==> config.mk <==
export PLATFORM = sky130hd
export DESIGN_NAME = btn_debounce
export DESIGN_NICKNAME = d
export VERILOG_FILES = /design/src/rtl/btn_debounce.sv
export SDC_FILE = /design/constraint.sdc
export NUM_CORES = 1
export LEC_CHECK = 0
export ABC_AREA = 1
export CAP_MARGIN = 20
export CORE_ASPECT_RATIO = 0.9
export CORE_UTILIZATION = 40
export DETAILED_ROUTE_END_ITERATION = 16
export PLACE_DENSITY = 0.65
export RECOVER_POWER = 50
export SETUP_SLACK_MARGIN = 0.02
export SYNTH_ARGS = -nofsm -noshare
export SYNTH_HDL_FRONTEND = slang
export SYNTH_SLANG_ARGS = --single-unit
==> constraint.sdc <==
create_clock -name clk -period 2.05 [get_ports clk]
set_clock_uncertainty 0.15 [all_clocks]
set_input_delay 0.205 -clock clk [delete_from_list [all_inputs] [get_ports clk]]
set_output_delay 0.205 -clock clk [all_outputs]
set_load 0.02 [all_outputs]
==> src/rtl/btn_debounce.sv <==
// Push-button conditioner: two-flop synchronizer, polarity normalize and a
// per-button stability counter producing clean active-high levels.
module btn_debounce #(
  parameter int unsigned NUM_BTN         = 5,
  parameter int unsigned DEBOUNCE_CYCLES = 500000,
  parameter bit          ACTIVE_LOW_IN   = 1'b1
) (
  input  logic               clk,
  input  logic               rst_n,
  input  logic [NUM_BTN-1:0] btn_raw,
  output logic [NUM_BTN-1:0] btn_level,
  output logic               btn_any
);

  localparam int unsigned      CNT_W    = (DEBOUNCE_CYCLES > 2) ? $clog2(DEBOUNCE_CYCLES) : 1;
  localparam logic [CNT_W-1:0] CNT_TERM = CNT_W'(DEBOUNCE_CYCLES - 1);
  // Pin level of a released button; also the synchronizer reset value.
  localparam logic [NUM_BTN-1:0] REL_LVL = {NUM_BTN{ACTIVE_LOW_IN}};

  logic [NUM_BTN-1:0] sync1;
  logic [NUM_BTN-1:0] sync2;
  logic [NUM_BTN-1:0] norm;
  logic [NUM_BTN-1:0] level_nxt;
  logic [CNT_W-1:0]   cnt     [NUM_BTN];
  logic [CNT_W-1:0]   cnt_nxt [NUM_BTN];

  // Two-flop synchronizer on the raw pins
  always_ff @(posedge clk or negedge rst_n) begin
    if (!rst_n) begin
      sync1 <= REL_LVL;
      sync2 <= REL_LVL;
    end else begin
      sync1 <= btn_raw;
      sync2 <= sync1;
    end
  end

  assign norm = sync2 ^ REL_LVL;

  // Per-lane stability counter: any agreement discards progress, terminal
  // count with a persisting mismatch commits the new level.
  always_comb begin
    level_nxt = btn_level;
    for (int i = 0; i < int'(NUM_BTN); i++) begin
      cnt_nxt[i] = '0;
      if (norm[i] != btn_level[i]) begin
        if (cnt[i] < CNT_TERM) begin
          cnt_nxt[i] = cnt[i] + CNT_W'(1);
        end else begin
          level_nxt[i] = norm[i];
        end
      end
    end
  end

  always_ff @(posedge clk or negedge rst_n) begin
    if (!rst_n) begin
      btn_level <= '0;
      for (int i = 0; i < int'(NUM_BTN); i++) begin
        cnt[i] <= '0;
      end
    end else begin
      btn_level <= level_nxt;
      for (int i = 0; i < int'(NUM_BTN); i++) begin
        cnt[i] <= cnt_nxt[i];
      end
    end
  end

  assign btn_any = |btn_level;

endmodule

Track usage over the die:
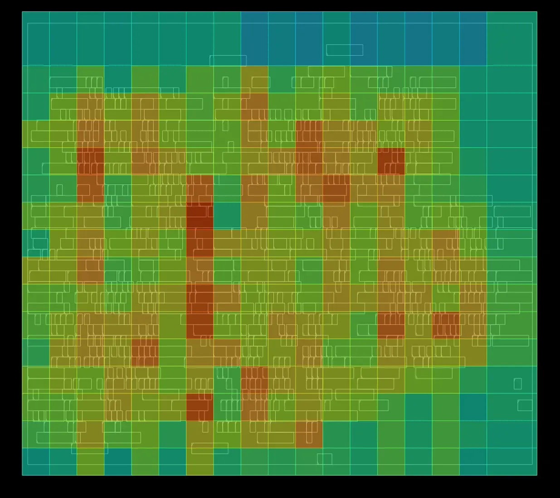
core utilization of the finished layout: 0.4614
GRT Max-Usage Layer: met2

==> job_summary.md <==
### Yosys + OpenROAD results

| Metric | Value |
|---|---|
| Library cell with the highest instance count after synthesis | `sky130_fd_sc_hd__nand2_1` |
| Synth Net Count | `777` |
| Area overhead of the layout relative to synthesis | `11.23%` |
| Final routed wire length divided by cell count | `10.74 µm` |
| Largest fanout of any net on the critical path | `4` |
| Antenna viol nets, final | `0` |
| Vertical extent of the die | `117.2 µm` |
| Transition at the pin with the smallest max-transition slack | `0.7417 ns` |
| Clk Latency, worst-skew pair | `0.35 ns` |
| DR top layer | `met5` |
| Routed Wire Length | `10600 µm` |
| Total DRC errors in the routed layout | `0` |
| Vias in the first global route | `4102` |
| Place WS | `0.3360 ns` |
| Total power after layout | `4.175 mW` |
| Number of nets at the end of the flow | `800` |
| Leakage | `2.765 nW` |
| Part of the Yosys area used for sequential elements | `0.4691` |
| Met3 wire length | `404 µm` |
| Endpoint required time on the critical path | `1.69 ns` |
| Kind of capture point of the worst setup path | `output port` |
| Met1 GRT Util | `0.2090` |
| Fraction of the mapped netlist area in simple logic gates | `0.3437` |
| Fraction of final layout cells sized beyond drive strength 1 | `0.07566` |
| Peak per-stage delay on the critical path | `0.41 ns` |
| M3 GR Usage | `0.04455` |
| Primary flip-flop cell chosen by synthesis mapping | `sky130_fd_sc_hd__dfrtp_1` |
| Total gr overflow | `0` |
| Kind of critical path | `reg2out` |
| Pins over their slew limit | `0` |
| First-pass DRT Iterations | `4` |
| Synth cell count leaders | `sky130_fd_sc_hd__nand2_1, sky130_fd_sc_hd__nor2_1, sky130_fd_sc_hd__dfrtp_1, sky130_fd_sc_hd__inv_1` |
| OpenROAD warnings | `26` |
| Die Footprint | `15230 µm²` |
| Final TNS setup | `0 ns` |
| Gate Count Post-Synth | `765` |
| Final hold violations | `0` |
| Core utilization before placement | `0.4148` |
| Area reported by Yosys stat | `5894 µm²` |
| Maximum number of pins on one net before global-route repair | `39` |
| Unique masters post-synth | `24` |
| HPWL after DPL | `7752 µm` |
| Met2 Track Usage GR | `0.2549` |
| Finished layout cell area | `6556 µm²` |
| Run status | `finished, final reports clean` |
| Logic family by area | `simple AND/OR/NAND/NOR gates` |
| GP Congestion | `0.8255` |
| I/O pin count | `13` |
| TritonCTS clock tree | `yes` |
| Mapped cell area | `5894 µm²` |
| Number of cells in the finished layout apart from fillers | `987` |
| Worst Hold Margin | `0.2065 ns` |
Sizing map:
(4 px per µm)
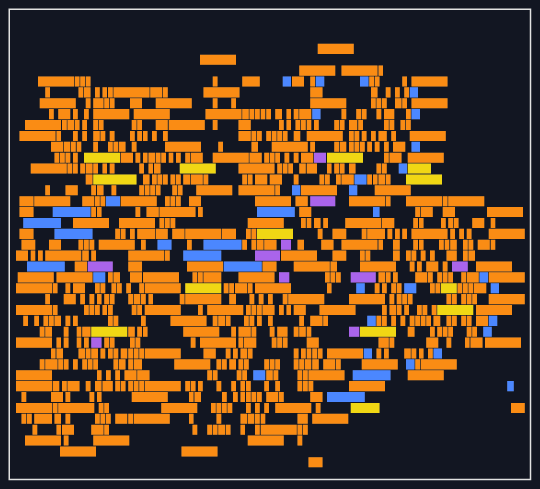
- orange: _0 and _1 cells (cells 733; most used nand2_1)
- yellow: _6 and larger (cells 13; most used clkbuf_16)
- purple: _3 and _4 cells (cells 10; most used nand3_4)
- blue: _2 cells (cells 37; most used nor2_2)

placed cells by master, fill, tap and decap left out, drive strengths merged, types with 3 or more instances in the layout:
cell type      count
o21ai              7
xnor2             24
clkbuf            13
nand4              3
nor3               7
clkdlybuf4s50      5
dlygate4sd3        6
nor2             211
nand3b             5
o21bai             3
ha                 5
dfstp             10
inv               78
dfrtp            100
a21oi              9
nand2            208
nand3             48
xor2              42
area by class of cell:
| class | instances | area (µm²) | share of cell area |
|---|---|---|---|
| multi-input cells | 573 | 2784 | 0.4246 |
| flip-flops and latches | 110 | 2765 | 0.4218 |
| inverters | 77 | 289.0 | 0.04408 |
| well taps | 193 | 241.5 | 0.03683 |
| clock buffers | 10 | 229.0 | 0.03492 |
| repair buffers | 17 | 163.9 | 0.02500 |
| clock inverters | 6 | 81.33 | 0.01240 |
| diodes | 1 | 2.502 | 0.0003817 |
flip-flops by register name, summed over array words and instances (netlist names):
signal	flops
btn_level	5
sync1	5
sync2	5
cnt	95
power by group:
part	internal [mW]	switching, mW	leakage, nW
sequential	2.21	0.0277	1.49
combinational	0.0483	0.105	1.13
clock	0.969	0.815	0.144
total	3.23	0.948	2.76
critical path, delay by kind of cell, from the launching register on:
kind,cells,cell delay [ns]
flops,1,0.41
simple gates,2,0.24
buf+inv,2,0.46
final timing paths:
| kind | from | end | slack, ns |
|---|---|---|---|
| worst max-delay path | btn_level[3] | btn_any | 0.23 |
| worst min-delay path | sync1[1] | sync2[1] | 0.21 |
| worst max register to register | cnt[19] | cnt[31] | 0.32 |
| worst min register to register | sync1[1] | sync2[1] | 0.21 |
| max in group asynchronous | rst_n | sync2[1] | 0.38 |
| min in group asynchronous | rst_n | cnt[79] | 0.31 |
Power figures rest on the tool's default switching activity, not on a simulated workload.
